**src/rtl/phy_sync_handshake_tx.sv**
```systemverilog
// Source end of a toggle req/ack clock-domain crossing: one word in flight, held on req_data
// until the synchronized ack level matches req_toggle. Flags ack timeouts and stray acks.
module phy_sync_handshake_tx #(
    parameter int DATA_WIDTH     = 8,
    parameter int NUM_FLOPS      = 2,
    parameter int TIMEOUT_CYCLES = 1024
) (
    input  logic                  clock,
    input  logic                  reset_n,
    input  logic                  in_valid,
    input  logic [DATA_WIDTH-1:0] in_data,
    output logic                  in_ready,
    output logic                  req_toggle,
    output logic [DATA_WIDTH-1:0] req_data,
    input  logic                  ack_toggle_async,
    output logic                  xfer_done,
    output logic                  busy,
    output logic                  timeout_err,
    output logic                  protocol_err
);
    localparam int CNT_W = (TIMEOUT_CYCLES > 0) ? $clog2(TIMEOUT_CYCLES + 1) : 1;
    localparam logic [CNT_W-1:0] CNT_MAX = CNT_W'(TIMEOUT_CYCLES);

    localparam logic [0:0] ST_IDLE = 1'b0;
    localparam logic [0:0] ST_WAIT = 1'b1;

    logic [0:0]            state_q, state_d;
    logic                  req_tog_q, req_tog_d;
    logic [DATA_WIDTH-1:0] req_data_q, req_data_d;
    logic [CNT_W-1:0]      cnt_q, cnt_d;
    logic                  done_q, done_d;
    logic                  tmo_q, tmo_d;
    logic                  perr_q, perr_d;
    logic [NUM_FLOPS-1:0]  ack_sync_q;
    logic                  ack_s;

    assign ack_s = ack_sync_q[NUM_FLOPS-1];

    always_ff @(posedge clock) begin
        if (!reset_n) begin
            ack_sync_q <= '0;
        end else begin
            ack_sync_q <= {ack_sync_q[NUM_FLOPS-2:0], ack_toggle_async};
        end
    end

    always_comb begin
        state_d    = state_q;
        req_tog_d  = req_tog_q;
        req_data_d = req_data_q;
        cnt_d      = cnt_q;
        done_d     = 1'b0;
        tmo_d      = 1'b0;
        perr_d     = perr_q;
        case (state_q)
            ST_IDLE: begin
                // In IDLE the far side has nothing to acknowledge, so any mismatch is a stray ack.
                if (ack_s != req_tog_q) begin
                    perr_d = 1'b1;
                end
                if (in_valid) begin
                    req_data_d = in_data;
                    req_tog_d  = ~req_tog_q;
                    cnt_d      = '0;
                    state_d    = ST_WAIT;
                end
            end
            default: begin
                if (ack_s == req_tog_q) begin
                    state_d = ST_IDLE;
                    done_d  = 1'b1;
                end else if ((TIMEOUT_CYCLES > 0) && (cnt_q != CNT_MAX)) begin
                    // Saturating count: the pulse fires only on the step onto CNT_MAX.
                    cnt_d = cnt_q + 1'b1;
                    if (cnt_q == CNT_MAX - 1'b1) begin
                        tmo_d = 1'b1;
                    end
                end
            end
        endcase
    end

    always_ff @(posedge clock) begin
        if (!reset_n) begin
            state_q    <= ST_IDLE;
            req_tog_q  <= 1'b0;
            req_data_q <= '0;
            cnt_q      <= '0;
            done_q     <= 1'b0;
            tmo_q      <= 1'b0;
            perr_q     <= 1'b0;
        end else begin
            state_q    <= state_d;
            req_tog_q  <= req_tog_d;
            req_data_q <= req_data_d;
            cnt_q      <= cnt_d;
            done_q     <= done_d;
            tmo_q      <= tmo_d;
            perr_q     <= perr_d;
        end
    end

    assign in_ready     = (state_q == ST_IDLE);
    assign busy         = (state_q == ST_WAIT);
    assign req_toggle   = req_tog_q;
    assign req_data     = req_data_q;
    assign xfer_done    = done_q;
    assign timeout_err  = tmo_q;
    assign protocol_err = perr_q;

endmodule
```
**config.mk**
```make
export PLATFORM = sky130hd
export DESIGN_NAME = phy_sync_handshake_tx
export DESIGN_NICKNAME = d
export VERILOG_FILES = /design/src/rtl/phy_sync_handshake_tx.sv
export SDC_FILE = /design/constraint.sdc
export NUM_CORES = 1
export LEC_CHECK = 0
export CAP_MARGIN = 40
export CORE_MARGIN = 2
export CORE_UTILIZATION = 48
export DETAILED_ROUTE_END_ITERATION = 10
export PLACE_DENSITY = 0.74
export SLEW_MARGIN = 40
export SYNTH_ARGS = -nofsm -noshare
export SYNTH_HDL_FRONTEND = slang
export SYNTH_SLANG_ARGS = --single-unit
```
**constraint.sdc**
```tcl
create_clock -name clock -period 1.95 [get_ports clock]
set_input_delay 0.39 -clock clock [delete_from_list [all_inputs] [get_ports clock]]
set_output_delay 0.39 -clock clock [all_outputs]
set_load 0.01 [all_outputs]
```
### M1 wires

Scale: 12 px per micron. Supply wires on this layer in grey. Cells faint in the background.
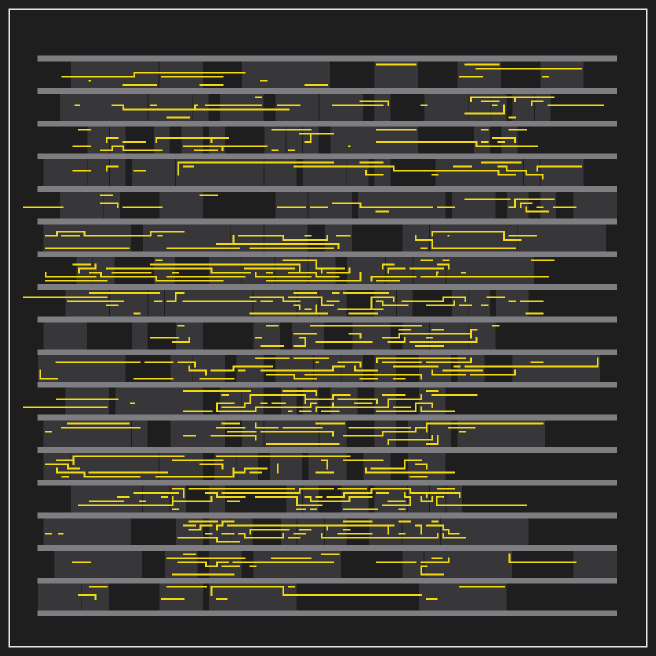
share of all routed wire: 44%
main direction: horizontal
nets with wire on the layer: 162
longest straight run: 13.8 microns
routing usage on met1: 0.257
total length of routed wires: 2590 microns
vias: 1090

### Port wiring

Scale: 8 px per micron.
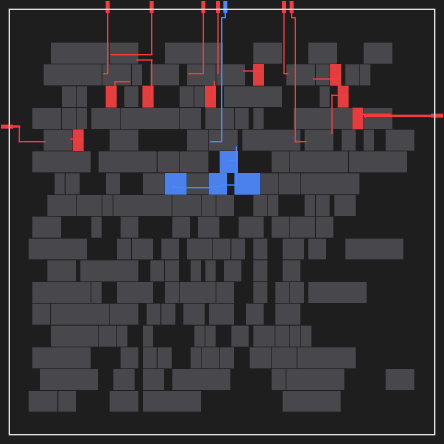
legend:
  red:
    port: `in_data`
    direction: input
    edge: 6 top, 1 right, 1 left
    end_cells: 8
    buffers: 8
    wire: 108 microns
  blue:
    port: `in_valid`
    direction: input
    edge: top
    end_cells: 4
    buffers: 1
    wire: 32.3 microns
Boundary Pins: 26
number of buffers added on ports: 25

### Sizing map

Scale: 8 px per micron.
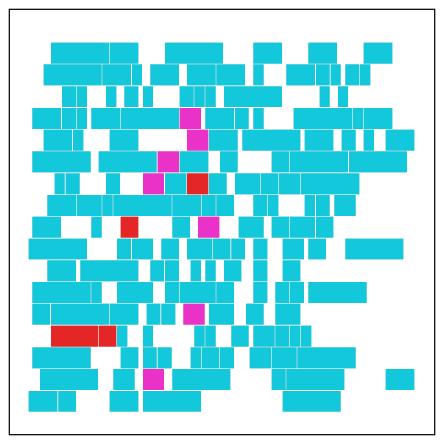
legend:
  magenta:
    size: drive 3 to 4
    cells: 7
    share: 4.3%
  red:
    size: drive 2
    cells: 4
    share: 2.5%
  cyan:
    size: drive 1 or less
    cells: 152
    share: 93%
setup slack of the critical path after layout: 0.0864 ns
post-route cell area: 1460 sq um
Non-CTS buffers: 29
Area Overhead vs Synth: 26.8%

## logic make-up (layout without fill, tap and decap cells)
family / after synthesis / after routing / synth area share
and+or+nand+nor: 68 / 68 / 0.308
AOI/OAI and AO/OA: 27 / 27 / 0.147
DFF: 26 / 26 / 0.452
buffers and inverters: 12 / 37 / 0.0412
adders and majority gates: 2 / 2 / 0.0217
xor gates and xnor gates: 2 / 2 / 0.0217
muxes: 1 / 1 / 0.00869
## report_power, final
group	internal (mW)	switching, mW	leakage [nW]	total [mW]
Combinational	0.0814	0.0739	0.302	0.155
Sequential	0.552	0.0168	0.212	0.569
Clock	0.0723	0.147	0.0138	0.219
Total	0.706	0.237	0.528	0.943
## registers in the layout, summed over array words and instances, names as in the netlist
| name | cells |
|---|---|
| ack_sync_q | 2 |
| busy | 1 |
| cnt_q | 11 |
| protocol_err | 1 |
| req_data | 8 |
| req_toggle | 1 |
| timeout_err | 1 |
| xfer_done | 1 |
## synthesized netlist by cell type, drive strengths merged
cell type	count	share of area
xnor2	1	0.0076
or4	4	0.026
a211oi	2	0.013
nand3	11	0.048
or2	1	0.0054
buf	3	0.012
a21o	1	0.0065
a41o	1	0.0087
nor4	2	0.011
a221oi	1	0.0076
and4	3	0.023
clkbuf	4	0.013
or3	1	0.0054
a31oi	1	0.0054
nand2b	3	0.016
ha	2	0.022
o211ai	1	0.0065
nor2b	2	0.011
o22ai	2	0.011
dfxtp	26	0.45
nor2	3	0.0098
mux2i	1	0.0087
nor3	4	0.017
inv	4	0.013
o221ai	2	0.015
a21oi	12	0.052
and2	4	0.023
and3	1	0.0054
a2bb2oi	1	0.0076
xor2	1	0.014
nand2	24	0.080
o21ai	3	0.013
clkinv	1	0.0033
nand4	5	0.027
==> notes.md <==
This memo summarizes the results of the implementation run.

Min path
In this run the worst hold path is classified as reg2reg. Along the worst hold path, the cell count comes to 2. The source of the worst hold timing path is req_data[4]. STA shows the worst min-delay path finishing at req_data[4].

Yosys
For this run, the chip area from Yosys synthesis comes to 1150 sq um. The post-synthesis cell type count is 37. The synthesized netlist net count is 152. The cell area after technology mapping is 1150 sq um. The synthesis stat section lists a flop and latch total of 26.

The number of cells produced by synthesis is 138. The average size of a mapped cell is 8.35 sq um. The synthesis log from Yosys contains 0 warnings. The number of standard cells reported by yosys is 138. The sequential fraction of the synthesis area is 0.452.

Final timing
Timing would allow up to 0.537 GHz. Looking at the max-slew report, the worst-margin pin has a slew of 0.353 ns. The final timing report derives a shortest allowable period of 1.86 ns. The final count of hold timing violations is 0. The post-route clock period utilization is 0.956.

Setup repair after global routing left no endpoint under its margin. The final setup violation count is 0. The accumulated negative setup slack is 0 ns. The worst-case hold slack is 0.463 ns. After layout, the setup clock skew is reported as 0.00507 ns.

The headroom to the max-slew limit is 0.762. The number of pins exceeding their max-slew limit in the final report is 0.

Place
Per the placement report, the placed cell count is 188. The post-detailed-placement half-perimeter wirelength is 1900 microns. RePlAce ended its routability-driven mode at a weighted congestion of 0.888.

The total cell area at the placement stage is 1440 sq um. The pre-CTS setup check shows a worst slack of 0.135 ns.

Setup path
The start of the worst register-to-register path is req_toggle. The capture point of the worst path is busy. Measured in cells, the most critical reg-to-reg path has a length of 4.

For reference, the critical path is launched at busy. In this run the register-to-register setup slack is 0.26 ns. The required time at the worst endpoint is listed as 1.56 ns. The slowest stage cell on the critical path is clkdlybuf4s50_1. Counting both buffers and inverters, the worst setup path holds a total of 1. STA puts the critical path data arrival time at 1.47 ns. The longest individual stage delay on the worst path is 0.62 ns.

The STA report counts the stages on the worst setup path as 1. The timing report attributes the biggest portion of critical-path delay to buffers and inverters. The critical path is of the reg2out type. The critical-path maximum fanout is 11. The capturing point of the worst reg2reg path is cnt_q[4]. The endpoint type of the worst setup path is an output port. Walking the worst path, the cells encountered are clkdlybuf4s50_1. The worst setup path is launched from a flip-flop.

Die
The initialized floorplan defines 17 standard-cell rows. From left edge to right edge, the die measures 53.0 microns. The chip occupies 2810 sq um. The die is 53.0 microns tall. The tap cell count is 28. In the floorplan report the effective utilization is 0.516. The total core area is 2230 sq um.

Route
The remaining routing DRC violations is 0. The DRC marker count from the first detailed-route iteration is 37. The via count normalized by instance count is 5.71. The number of detailed-routing iterations run before antenna repair is 4. The count of nets left with antenna violations once routing finished came out at 0. Per the detail_route log, the uppermost layer with routed signals is met4. The detailed router reports a met2 wire length of 1290 microns.

The detailed-route wire length on metal 1 is 1150 microns. The amount of wire on met3 after detailed routing is 113 microns. After detailed routing, the average wire length per cell comes to 13.5 microns.

Cells and area
Ranking logic cells in the layout by count gives the top entries dfxtp_1 (26), clkdlybuf4s50_1 (25), nand2_1 (23), a21oi_1 (12), nand3_1 (11). The antenna diode count is 0. The count of multi-input combinational gates is 100. The inverter count of the layout excluding clock inverters is 5. The layout summary lists the proportion of cells stronger than drive strength 1 as 0.0675.

The number of clock buffers in the layout is 3. The layout filler cell count is 195. Per the layout area report, the combinational fraction of cell area is 0.400.

The fraction of the core area covered by cells at the end of the flow is 0.654. The final instance count without filler cells is 191. The net count of the finished layout is 179. The sequential cell area is 520 sq um.

The combinational gate area is 584 sq um. By area, the class that comes first in the final layout consists of logic gates. Per the final report, the share of cell area in non-clock buffers is 0.192. The layout report lists the clock-cell share of area as 0.0154. The number of sequential cells reported for the layout is 26.

The flip-flop and latch share of the layout cell area is 0.356. The most used logic cell in the final layout is dfxtp_1.

Power
The worst VDD IR drop from the latest analysis is 0.459 mV. The power after layout is 0.943 mW. The static power due to leakage is 0.528 nW.

The power density over the cells is 645 nW/um^2.

GRT
The global-route met2 utilization is 0.356. The first global-routing pass estimated 4310 microns of wire. The global routing report lists combined usage of all routing layers as 0.206. The met3 capacity usage during global routing is 0.0254. The number of global-route vias before repair came to 1012. The peak-usage layer in the global routing report is met2. Global routing finished with a remaining overflow of 0. The initial antenna violation count is 0. Entering global routing, the biggest net connects 17 pins.

Clocking
The maximum buffer depth of the clock tree is 2. Once the clock tree was built, the setup fixing pass inserted 0 buffers. The source-to-sink clock delay at the later pin of the worst-skew pair is 0.31 ns. TritonCTS built the clock tree.

TritonCTS created 3 clock buffers. The clock drives 26 sinks. Looking at the clock tree report, the H-tree level count equals 1.

The root buffer cell chosen for the clock tree is clkbuf_4. After clock tree synthesis, the flow added hold-fix buffers numbering 0. The post-cts gate resize count is 0.

The clock slew at the register clock pins of the worst setup and hold paths is 0.12 ns.

Flow run
The tool warning count is 27. Per the run summary, max-cap violations total 0.

Run status
The flow ran to the end, and the final reports show no timing, DRC or antenna violations.
Power is estimated from default activity; no workload was simulated.
